**Gate-type map**

Bar = 20 um.
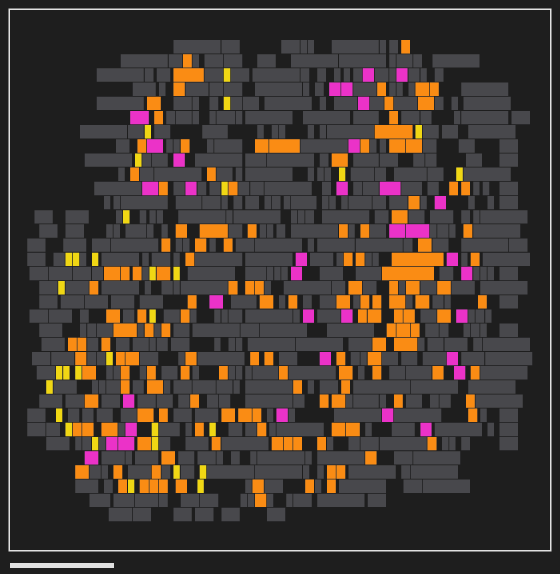
**Cells colored by class**

Bar = 20 um.
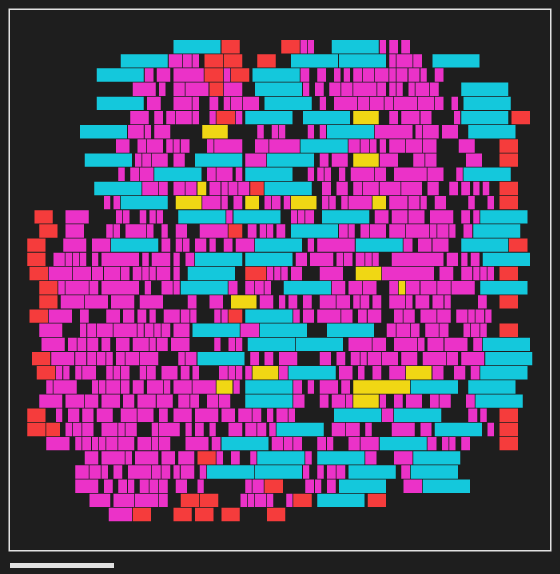
**Clock nets**

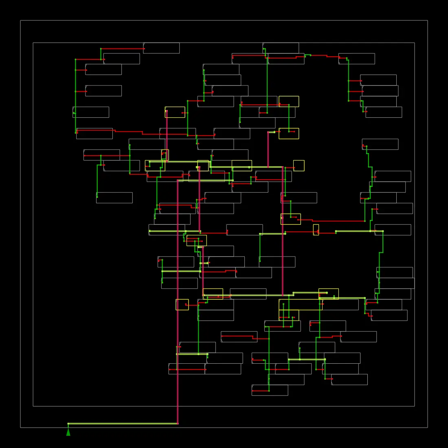
File: config.mk
export PLATFORM = sky130hd
export DESIGN_NAME = alu8_sequencer
export DESIGN_NICKNAME = d
export VERILOG_FILES = /design/src/rtl/alu8_sequencer.sv
export SDC_FILE = /design/constraint.sdc
export NUM_CORES = 1
export LEC_CHECK = 0
export CORE_MARGIN = 3
export CORE_UTILIZATION = 60
export CTS_CLUSTER_SIZE = 16
export DETAILED_ROUTE_END_ITERATION = 10
export PLACE_DENSITY = 0.88
export SYNTH_ARGS = -nofsm -noshare
export SYNTH_HDL_FRONTEND = slang
export SYNTH_SLANG_ARGS = --single-unit
File: constraint.sdc
create_clock -name clk -period 5.15 [get_ports clk]
set_input_delay 0.515 -clock clk [delete_from_list [all_inputs] [get_ports clk]]
set_output_delay 0.515 -clock clk [all_outputs]
set_load 0.02 [all_outputs]
File: src/rtl/alu8_sequencer.sv
// alu8_sequencer: command-driven controller in front of an 8-bit ALU datapath.
// Single-cycle ops (AND/OR/XOR/ADD/SUB, SHL by 0, reserved) complete directly.
// MUL (shift-add) and SHL (n > 0) are sequenced one step per cycle in EXEC.
// Results are returned through a rsp valid/ready handshake and held until taken.
// Optional feature macro: ALU8_SEQ_ERR_EN adds the rsp_err output (flags opcode 111).
module alu8_sequencer #(
    parameter int WIDTH = 8,
    parameter int CNT_W = 4
) (
    input  logic               clk,
    input  logic               rst,
    input  logic               cmd_valid,
    output logic               cmd_ready,
    input  logic [2:0]         cmd_op,
    input  logic [WIDTH-1:0]   cmd_a,
    input  logic [WIDTH-1:0]   cmd_b,
    output logic               rsp_valid,
    input  logic               rsp_ready,
    output logic [2*WIDTH-1:0] rsp_result,
    output logic               rsp_zero,
    output logic               rsp_carry,
    output logic               busy
`ifdef ALU8_SEQ_ERR_EN
    ,
    output logic               rsp_err
`endif
);

    typedef enum logic [1:0] {
        S_IDLE = 2'd0,
        S_EXEC = 2'd1,
        S_DONE = 2'd2
    } state_t;

    typedef enum logic [2:0] {
        OP_AND = 3'b000,
        OP_OR  = 3'b001,
        OP_XOR = 3'b010,
        OP_ADD = 3'b011,
        OP_SUB = 3'b100,
        OP_MUL = 3'b101,
        OP_SHL = 3'b110,
        OP_RSV = 3'b111
    } op_t;

    state_t             state;
    state_t             state_next;
    op_t                cmd_opc;
    op_t                op_q;

    // Working registers for the multi-cycle sequences.
    logic [2*WIDTH-1:0] acc;       // MUL partial product
    logic [2*WIDTH-1:0] mcand;     // MUL multiplicand, shifted left per step
    logic [WIDTH-1:0]   mplier;    // MUL multiplier, consumed LSB first
    logic [WIDTH-1:0]   shreg;     // SHL operand being shifted
    logic [2:0]         shamt;     // SHL step count
    logic [CNT_W-1:0]   cnt;       // step counter

    logic               accept;
    logic               multi_cycle;
    logic               exec_last;
    logic [2*WIDTH-1:0] alu_result;
    logic               alu_carry;
    logic [WIDTH:0]     alu_wide;
    logic [2*WIDTH-1:0] mul_sum;
    logic [WIDTH-1:0]   shl_next;

    assign cmd_opc     = op_t'(cmd_op);
    assign accept      = cmd_valid && cmd_ready;
    assign multi_cycle = (cmd_opc == OP_MUL) ||
                         ((cmd_opc == OP_SHL) && (cmd_b[2:0] != 3'd0));

    // Single-cycle ALU result and carry/borrow from the presented command.
    always_comb begin
        // NOTE: every variable gets a default before the case so no latch is inferred.
        alu_result = '0;
        alu_carry  = 1'b0;
        alu_wide   = '0;
        case (cmd_opc)
            OP_AND: alu_result = {{WIDTH{1'b0}}, cmd_a & cmd_b};
            OP_OR:  alu_result = {{WIDTH{1'b0}}, cmd_a | cmd_b};
            OP_XOR: alu_result = {{WIDTH{1'b0}}, cmd_a ^ cmd_b};
            OP_ADD: begin
                alu_wide   = {1'b0, cmd_a} + {1'b0, cmd_b};
                alu_result = {{WIDTH{1'b0}}, alu_wide[WIDTH-1:0]};
                alu_carry  = alu_wide[WIDTH];
            end
            OP_SUB: begin
                // Bit WIDTH of the extended difference is the unsigned borrow.
                alu_wide   = {1'b0, cmd_a} - {1'b0, cmd_b};
                alu_result = {{WIDTH{1'b0}}, alu_wide[WIDTH-1:0]};
                alu_carry  = alu_wide[WIDTH];
            end
            OP_SHL: alu_result = {{WIDTH{1'b0}}, cmd_a};  // only reached with n == 0
            default: begin
                alu_result = '0;                            // MUL is sequenced; reserved yields 0
                alu_carry  = 1'b0;
            end
        endcase
    end

    // Next-step values for the EXEC sequences and detection of the final step.
    always_comb begin
        mul_sum  = acc + (mplier[0] ? mcand : '0);
        shl_next = {shreg[WIDTH-2:0], 1'b0};
        if (op_q == OP_MUL) begin
            exec_last = (cnt == CNT_W'(WIDTH - 1));
        end else begin
            exec_last = (cnt == CNT_W'(shamt - 3'd1));
        end
    end

    // State register.
    always_ff @(posedge clk or posedge rst) begin
        if (rst) begin
            state <= S_IDLE;
        end else begin
            // NOTE: sequential state uses non-blocking assignments so all flops update together.
            state <= state_next;
        end
    end

    // Next-state and handshake outputs.
    always_comb begin
        state_next = state;
        cmd_ready  = 1'b0;
        rsp_valid  = 1'b0;
        busy       = 1'b0;
        case (state)
            S_IDLE: begin
                cmd_ready = !rst;
                if (cmd_valid && !rst) begin
                    state_next = multi_cycle ? S_EXEC : S_DONE;
                end
            end
            S_EXEC: begin
                busy = 1'b1;
                if (exec_last) begin
                    state_next = S_DONE;
                end
            end
            S_DONE: begin
                rsp_valid = 1'b1;
                if (rsp_ready) begin
                    state_next = S_IDLE;
                end
            end
            default: state_next = S_IDLE;
        endcase
    end

    // Datapath: capture on accept, step in EXEC, load the held response on completion.
    always_ff @(posedge clk or posedge rst) begin
        if (rst) begin
            op_q       <= OP_AND;
            acc        <= '0;
            mcand      <= '0;
            mplier     <= '0;
            shreg      <= '0;
            shamt      <= '0;
            cnt        <= '0;
            rsp_result <= '0;
            rsp_zero   <= 1'b0;
            rsp_carry  <= 1'b0;
        end else if (accept) begin
            op_q   <= cmd_opc;
            shamt  <= cmd_b[2:0];
            cnt    <= '0;
            acc    <= '0;
            mcand  <= {{WIDTH{1'b0}}, cmd_a};
            mplier <= cmd_b;
            shreg  <= cmd_a;
            if (!multi_cycle) begin
                rsp_result <= alu_result;
                rsp_zero   <= (alu_result == '0);
                rsp_carry  <= alu_carry;
            end
        end else if (state == S_EXEC) begin
            cnt <= cnt + CNT_W'(1);
            if (op_q == OP_MUL) begin
                acc    <= mul_sum;
                mcand  <= mcand << 1;
                mplier <= mplier >> 1;
            end else begin
                shreg <= shl_next;
            end
            if (exec_last) begin
                cnt <= '0;
                if (op_q == OP_MUL) begin
                    rsp_result <= mul_sum;
                    rsp_zero   <= (mul_sum == '0);
                    rsp_carry  <= 1'b0;
                end else begin
                    rsp_result <= {{WIDTH{1'b0}}, shl_next};
                    rsp_zero   <= (shl_next == '0);
                    rsp_carry  <= shreg[WIDTH-1];
                end
            end
        end
    end

`ifdef ALU8_SEQ_ERR_EN
    // Error flag for the reserved opcode, held alongside the result.
    always_ff @(posedge clk or posedge rst) begin
        if (rst) begin
            rsp_err <= 1'b0;
        end else if (accept) begin
            rsp_err <= (cmd_opc == OP_RSV);
        end
    end
`endif

endmodule

==> impl_metrics.env <==
# source this file to load flow results
export IMPL_synthCells=672
export IMPL_synthFlopType="dfrtp_1"
export IMPL_dr_pass1_iters=5
export IMPL_areaGrowthSynthToFinish_pct=12.0
export IMPL_n_antenna_cell=0
export IMPL_critPathCaptureType="flop"
export IMPL_crit_start="mplier[0]"
export IMPL_status="finished, final reports clean"
export IMPL_clk_pin_slew_ns=0.09
export IMPL_sw_frac_of_total_pct=40.7
export IMPL_synth_top_area_share_pct=34.2
export IMPL_grtUsageTotal_pct=27.5
export IMPL_n_tap_cell=126
export IMPL_drc=0
export IMPL_cts_tree="built"
export IMPL_cts_hold_buf=0
export IMPL_max_freq_mhz=305
export IMPL_path_delay_family="AND-OR/OR-AND gates"
export IMPL_nets=764
export IMPL_ys_cells=672
export IMPL_multiInputCombCellCount=528
export IMPL_io_pins=44
export IMPL_fin_crit_sh_pct=63.7
export IMPL_ys_warn_count=0
export IMPL_powerDensity_mw_per_mm2=372
Notes on 'gate-type map' above:
AND and OR gates: drawn in magenta, cells 35. inverters: drawn in yellow, cells 31. inverting AOI/OAI gates: drawn in orange, cells 149.

Notes on 'cells colored by class' above:
clock drivers and dummy loads: drawn in yellow, cells 16, share of their area 3.2%. other buffers and delay cells: drawn in red, cells 49, share of their area 7.7%. flip-flops: drawn in cyan, cells 78, share of their area 31%. all other logic: drawn in magenta, cells 559, share of their area 58%.

Notes on 'clock nets' above:
Clock group: 473 uW
skew final: 0.0171 ns
Late-Pin Clk Latency: 0.36 ns
Clock Sinks: 78

-- metrics by stage --
step / cells / power, mW
4_1_cts: 827 / 2.36
5_1_grt: 828 / 2.53
2_1_floorplan: 672 / 1.59
3_5_place_dp: 811 / 1.89
6_report: 828 / 2.38
3_3_place_gp: 811 / 1.84
-- cells in the final DEF (no fill, tap or decap), types with 4 or more instances in the layout --
master / count
mux2_2: 4
mux2i_1: 5
xor2_1: 9
a221o_1: 11
dfrtp_1: 78
o31ai_1: 5
a31o_2: 4
nor3_1: 9
o21bai_1: 5
a21oi_1: 35
or2_2: 5
and2_1: 17
ha_1: 41
a21o_1: 7
a31oi_1: 11
o211ai_1: 10
nand4_1: 6
xnor2_1: 9
nand2b_1: 9
buf_4: 5
a22o_1: 5
clkdlybuf4s50_1: 43
nor3b_1: 4
a211oi_1: 9
inv_1: 29
nand2_1: 104
o21ai_0: 52
clkbuf_8: 10
nor4_1: 5
nand3_1: 30
nor2b_1: 9
nor2_1: 46
-- per-layer routing --
| metal | vias up | GRT usage, % | share of wire [%] |
|---|---|---|---|
| li1 | 2478 | - | - |
| met1 | 2531 | 36.6 | 42 |
| met2 | 244 | 46.4 | 49 |
| met3 | 40 | 3.86 | 7.0 |
| met4 | 0 | 9.12 | 2.3 |
| met5 | - | 0 | 0 |
-- kinds of logic (layout without fill, tap and decap cells) --
logic type               count (synthesis)  count (layout)  share of synthesized area [%]
AND/OR/NAND/NOR                        263             263                           22.0
AND-OR/OR-AND                          194             194                           24.5
flip-flops                              78              78                           34.2
buffers and inverters                   66              96                           4.93
adder cells (fa/ha/maj)                 44              44                           10.0
XOR/XNOR                                18              18                           2.76
multiplexers                             9               9                           1.66
Power is estimated from default activity; no workload was simulated.
